==> config.mk <==
export PLATFORM = sky130hd
export DESIGN_NAME = os_acc_drain
export DESIGN_NICKNAME = d
export VERILOG_FILES = /design/src/rtl/os_acc_drain.sv
export SDC_FILE = /design/constraint.sdc
export NUM_CORES = 1
export LEC_CHECK = 0
export ABC_AREA = 1
export CELL_PAD_IN_SITES_DETAIL_PLACEMENT = 0
export CELL_PAD_IN_SITES_GLOBAL_PLACEMENT = 1
export CORE_UTILIZATION = 40
export CTS_CLUSTER_SIZE = 8
export DETAILED_ROUTE_END_ITERATION = 7
export PLACE_DENSITY_LB_ADDON = 0.12
export SYNTH_ARGS = -nofsm -noshare
export SYNTH_HDL_FRONTEND = slang
export SYNTH_SLANG_ARGS = --single-unit
==> constraint.sdc <==
create_clock -name clk -period 6.65 [get_ports clk]
set_input_delay 1.33 -clock clk [delete_from_list [all_inputs] [get_ports clk]]
set_output_delay 1.33 -clock clk [all_outputs]
set_load 0.005 [all_outputs]
==> src/rtl/os_acc_drain.sv <==
// Drain stage for one row of output-stationary accumulators: snapshots the row,
// requantizes each element (rounding shift, optional ReLU, saturation) and streams it out.
module os_acc_drain #(
  parameter int N           = 4,
  parameter int ACC_WIDTH   = 64,
  parameter int DATA_WIDTH  = 16,
  parameter int SHIFT_WIDTH = 6
) (
  input  logic                        clk,
  input  logic                        rstn,
  input  logic                        capture_i,
  input  logic [N*ACC_WIDTH-1:0]      acc_row_i,
  input  logic [SHIFT_WIDTH-1:0]      shift_i,
  input  logic                        relu_en_i,
  output logic                        busy_o,
  output logic                        out_valid_o,
  input  logic                        out_ready_i,
  output logic [DATA_WIDTH-1:0]       out_data_o,
  output logic [$clog2(N)-1:0]        out_idx_o,
  output logic                        out_last_o,
  output logic                        done_o,
  output logic                        sat_o
);

  localparam int IDXW = $clog2(N);
  localparam logic [IDXW-1:0] IDX_ONE  = IDXW'(1);
  localparam logic [IDXW-1:0] LAST_IDX = IDXW'(N - 1);
  localparam logic signed [ACC_WIDTH:0] ONE   = 1;
  localparam logic signed [ACC_WIDTH:0] MAX_V =
    {{(ACC_WIDTH-DATA_WIDTH+2){1'b0}}, {(DATA_WIDTH-1){1'b1}}};
  localparam logic signed [ACC_WIDTH:0] MIN_V =
    {{(ACC_WIDTH-DATA_WIDTH+2){1'b1}}, {(DATA_WIDTH-1){1'b0}}};

  typedef enum logic {S_IDLE, S_DRAIN} state_e;

  state_e                  state_q;
  logic [ACC_WIDTH-1:0]    snap_q [N];
  logic [SHIFT_WIDTH-1:0]  shift_q;
  logic                    relu_q;
  logic                    out_valid_q;
  logic [DATA_WIDTH-1:0]   out_data_q;
  logic [IDXW-1:0]         out_idx_q;
  logic                    out_last_q;
  logic                    done_q;
  logic                    sat_q;

  logic [IDXW-1:0]         idx_d;
  logic [ACC_WIDTH-1:0]    sel_acc;
  logic [SHIFT_WIDTH-1:0]  sel_shift;
  logic                    sel_relu;
  logic [DATA_WIDTH-1:0]   elem_d;
  logic                    elem_sat_d;
  int                      s_eff;
  logic signed [ACC_WIDTH:0] ext_v, rnd_v, res_v;

  // In IDLE the element being loaded is element 0 straight from the inputs, so it
  // can appear the cycle after capture; in DRAIN it is the next snapshot element.
  always_comb begin
    idx_d     = out_idx_q + IDX_ONE;
    sel_acc   = '0;
    sel_shift = shift_q;
    sel_relu  = relu_q;
    if (state_q == S_IDLE) begin
      sel_acc   = acc_row_i[0 +: ACC_WIDTH];
      sel_shift = shift_i;
      sel_relu  = relu_en_i;
    end else begin
      for (int k = 0; k < N; k++) begin
        if (IDXW'(k) == idx_d) sel_acc = snap_q[k];
      end
    end
  end

  // One extra bit of headroom keeps the rounding add from overflowing.
  always_comb begin
    s_eff = (int'(sel_shift) >= ACC_WIDTH) ? ACC_WIDTH - 1 : int'(sel_shift);
    ext_v = {sel_acc[ACC_WIDTH-1], sel_acc};
    rnd_v = ext_v;
    if (s_eff > 0) rnd_v = ext_v + (ONE <<< (s_eff - 1));
    res_v = rnd_v >>> s_eff;
    if (sel_relu && res_v[ACC_WIDTH]) res_v = '0;
    elem_sat_d = 1'b0;
    if (res_v > MAX_V) begin
      res_v      = MAX_V;
      elem_sat_d = 1'b1;
    end else if (res_v < MIN_V) begin
      res_v      = MIN_V;
      elem_sat_d = 1'b1;
    end
    elem_d = res_v[DATA_WIDTH-1:0];
  end

  // Handshake: an element transfers on a rising edge where out_valid_o and
  // out_ready_i are both 1; out_valid_o is a register and never looks at out_ready_i.
  always_ff @(posedge clk or negedge rstn) begin
    if (!rstn) begin
      state_q     <= S_IDLE;
      for (int k = 0; k < N; k++) snap_q[k] <= '0;
      shift_q     <= '0;
      relu_q      <= 1'b0;
      out_valid_q <= 1'b0;
      out_data_q  <= '0;
      out_idx_q   <= '0;
      out_last_q  <= 1'b0;
      done_q      <= 1'b0;
      sat_q       <= 1'b0;
    end else begin
      done_q <= 1'b0;
      case (state_q)
        S_IDLE: begin
          if (capture_i) begin
            for (int k = 0; k < N; k++) snap_q[k] <= acc_row_i[k*ACC_WIDTH +: ACC_WIDTH];
            shift_q     <= shift_i;
            relu_q      <= relu_en_i;
            out_valid_q <= 1'b1;
            out_data_q  <= elem_d;
            out_idx_q   <= '0;
            out_last_q  <= 1'b0;
            sat_q       <= elem_sat_d;
            state_q     <= S_DRAIN;
          end
        end
        S_DRAIN: begin
          if (out_ready_i) begin
            if (out_last_q) begin
              out_valid_q <= 1'b0;
              out_data_q  <= '0;
              out_idx_q   <= '0;
              out_last_q  <= 1'b0;
              done_q      <= 1'b1;
              state_q     <= S_IDLE;
            end else begin
              out_data_q <= elem_d;
              out_idx_q  <= idx_d;
              out_last_q <= (idx_d == LAST_IDX);
              sat_q      <= sat_q | elem_sat_d;
            end
          end
        end
        default: state_q <= S_IDLE;
      endcase
    end
  end

  assign busy_o      = (state_q == S_DRAIN);
  assign out_valid_o = out_valid_q;
  assign out_data_o  = out_data_q;
  assign out_idx_o   = out_idx_q;
  assign out_last_o  = out_last_q;
  assign done_o      = done_q;
  assign sat_o       = sat_q;

endmodule

Routed metal, one color a layer:
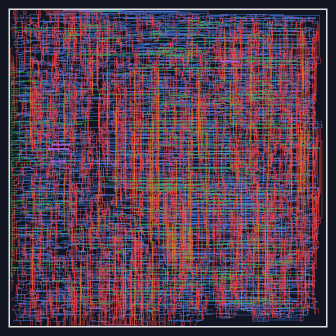
[blue] met1 | wire length: 58.1 mm
[red] met2 | wire length: 55.2 mm
[green] met3 | wire length: 10100 um
[orange] met4 | wire length: 4670 um
[purple] met5 | wire length: 54.3 um

Wires at chosen ports, followed through buffers:
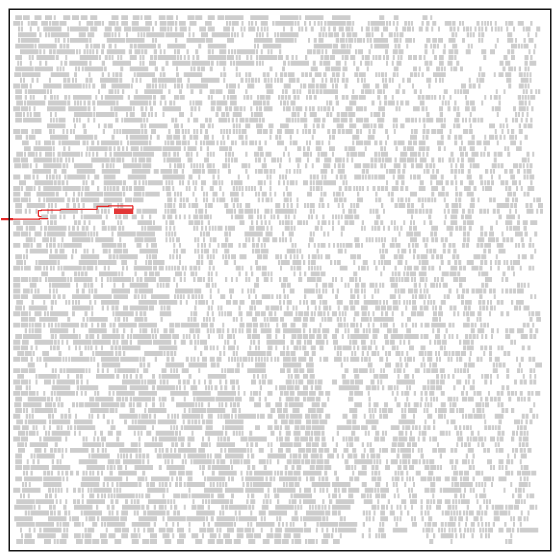
[red] out_valid_o | bits: 1 | direction: output | end cells: 1 | wire: 71.1 um

==> Changelog: implementation <==
### Implementation results

- Clock transition at path regs: 0.05 ns
- Highest-count logic cell in the final layout: nand2_1
- Most frequent CP cell: nand2_1
- Row count: 93
- Log Warnings: 43
- CP Max Fanout: 16
- Number of routed nets with antenna violations: 0
- Max Cap Violations: 0
- Max-slew headroom: 0.303
- RD Place Congestion: 1.06
- Top cells excl fill/tap: nand2_1 (1995), buf_4 (558), nand3_1 (500), inv_1 (452), dfrtp_1 (285)
- Distinct lib cells: 46
- Largest net degree at the start of global routing: 222
- Least-Margin Pin Slew: 1.05 ns
- Mapped Nets: 4991
- Post-Synthesis Cells: 4653
- CTS root buf: clkbuf_16
- Commonest register cell after synthesis: dfrtp_1
- Io pins: 290
- Post-route insts no fill: 6213
- Synth warnings: 0
- FF-to-FF Start: busy_o
- Vertical die size: 258 um
- H-tree depth: 2
- Layout net count: 5686
- RSZ-0062 raised after global routing: yes
- Hold slack: 0.465 ns
- GRT Overall Usage: 0.376
- Hold Crit Endpoint: shift_q[0]
- Global-route wire length before repair: 191000 um
- Average size of a mapped cell: 5.63 sq um
- Syn-to-layout area delta: 41.7%
- Clock Path Buffers: 3
- Initial antenna violation count: 11
- Placed Area: 0.0337 sq mm
- Flip-flops with a built-in enable: 0
- Share of layout cells above drive strength 1: 0.210
- Clock buffer count from CTS: 41
- Synthesized cell area: 0.0262 sq mm
- Outcome: completed
- Hold crit path type: register to register
- Crit path DRT: 7.09 ns
- Chip width: 258 um
- CP arrival: 7.06 ns
- Max-slew violation count: 0
- Vias in the first global route: 31200
- Hold Violations, Final: 0
- Yosys Instances: 4653
- Slowest stage cell, crit path: o21ai_4
- Yosys reg bits: 286
- Post-route DRC: 0
- Slowest stage delay, CP: 0.30 ns
- Setup CP Type: input pin to register
- Design area: 0.0371 sq mm
- Finish-stage setup viols: 0
- Worst hold path stage count: 2
- Cycle use final: 0.996
- Minimum clock period: 6.63 ns
- Post-detailed-routing wire length: 128000 um
- Via Count: 33300
- Fmax: 151 MHz
- Yosys stat area: 0.0262 sq mm
- Startpoint type of the worst setup path: input pin
- CP Capture Type: register
- Setup Total Neg Slack: 0 ns
- PortBufs: 289
- Register area share after synthesis: 0.273
- Final HPWL DP: 101000 um
- Initial DRC count: 3842
- Hold_buf cts: 0
- Total grt overflow: 0
- # placed instances: 6137
- FP Util: 0.406
- Vias/cell: 5.35
- Worst Hold Launch: shift_q[0]
- Core area: 0.0646 sq mm
- CTS tree: yes
- Asr flop ratio synth: 1.00
- WL/cell: 20.6 um
- R2R Path End: out_data_o[3]
- Path depth of the worst reg2reg path: 45
- Drt pass-1 iters: 6
- R2R setup slack: 0.31 ns
- Chip area: 0.0666 sq mm
- CP startpoint: shift_i[1]
Clock network drawn from the DEF:
Scale bar: 100 um.
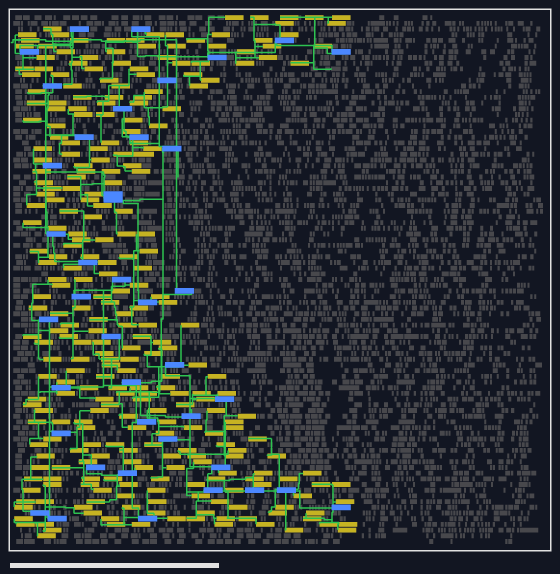
[blue] cells driving clock nets | count: 41
[green] clock wires | length: 4130 um
[yellow] flip-flops | count: 286
routed clock nets: 42

The clock network:
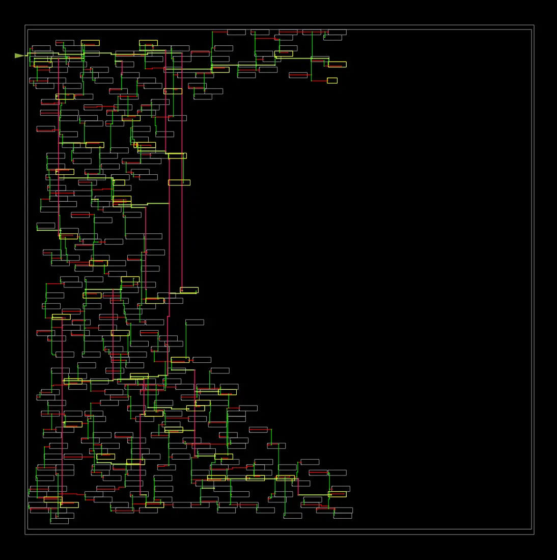
number of clock buffers in the layout: 43
skew final: 0.0161 ns
worst-skew pair later-pin latency: 0.56 ns
CTS Sinks: 286

## per-stage QoR
stage          worst slack, ns  utilization
6_report                0.0247        0.575
5_1_grt                 -0.311        0.575
4_1_cts               0.000737        0.553
3_5_place_dp             -1.26        0.522
3_3_place_gp             -1.33        0.522
2_1_floorplan            0.124            -
## cells in the mapped netlist, types with 2 or more instances
cell type / number / area [sq um]
or2_2: 16 / 100
nand3b_1: 15 / 113
o21ai_2: 2 / 17.5
nand3_1: 695 / 3480
and3_1: 2 / 12.5
clkbuf_1: 134 / 503
o21ai_0: 199 / 996
o211ai_1: 21 / 158
inv_1: 464 / 1740
buf_1: 39 / 146
ha_1: 70 / 876
and2_1: 3 / 18.8
buf_4: 2 / 15.0
xnor2_1: 12 / 105
clkinv_1: 6 / 22.5
nor2_2: 2 / 12.5
dfrtp_1: 286 / 7160
nor4_1: 2 / 12.5
nand4_1: 18 / 113
nor3_1: 22 / 110
o21bai_1: 3 / 22.5
a22oi_1: 6 / 45.0
inv_2: 13 / 48.8
o21ai_1: 22 / 110
xor2_1: 11 / 96.3
buf_6: 7 / 78.8
nand2_1: 2083 / 7820
nor2_1: 247 / 927
a21oi_1: 191 / 956
buf_2: 39 / 195
or2_1: 5 / 31.3
a31oi_1: 2 / 12.5
## logic make-up (layout without fill, tap and decap cells)
logic type,after synthesis,after routing,share of synthesized area
compound gates,452,452,0.0906
xor+xnor,23,23,0.00769
fa+ha+maj,71,71,0.0342
buf+inv,705,1403,0.106
flops,286,286,0.273
other cells,0,7,0
simple gates,3116,3116,0.489
## flip-flops by register name (all words and copies together), names as in the netlist
register	cells
out_last_o	1
done_o	1
relu_q	1
shift_q	6
busy_o	1
out_valid_o	1
snap_q	256
out_data_o	16
out_idx_o	2
sat_o	1
## worst max-delay path, delay by kind of cell
family                     cells  cell delay (ns)
AOI/OAI and AO/OA              2             0.48
xor gates and xnor gates       2             0.36
adders and majority gates      1             0.28
buffers and inverters         12             1.73
and+or+nand+nor               28             2.88
## per-layer routing
metal / share of wire / GRT usage / vias up
met5: 0.00042 / 0 / -
met4: 0.036 / 0.137 / 8
met3: 0.079 / 0.0493 / 205
met2: 0.43 / 0.568 / 1355
met1: 0.45 / 0.546 / 15600
li1: - / - / 16100
## timing repair
| item | 4_1_cts | 5_1_grt |
|---|---|---|
| buffers inserted | 10 | 11 |
| endpoints found under the setup margin | 16 | 16 |
| pin swaps | 18 | 77 |
| gates cloned | 1 | 1 |
| gates resized | 204 | 300 |
## area by class of cell
cell class                 count  area [sq um]
timing repair inverter         1          7.51
multi-input combinational   3662         18400
inverter                     483          1830
sequential                   286          7160
fill                        6702         27400
timing repair buffer         873          7580
tap                          855          1070
clock buffer                  43          1040
clock inverter                 3          66.3
antenna                        7          17.5
## worst max path at each step
| stage | to | depth (start not counted) |
|---|---|---|
| finish | out_data_o[3] | 45 |
| global route | out_data_o[7] | 43 |
| CTS | out_data_o[3] | 45 |
| detailed placement | out_data_o[2] | 47 |
| global placement | out_data_o[7] | 47 |
| floorplan | out_data_o[10] | 43 |
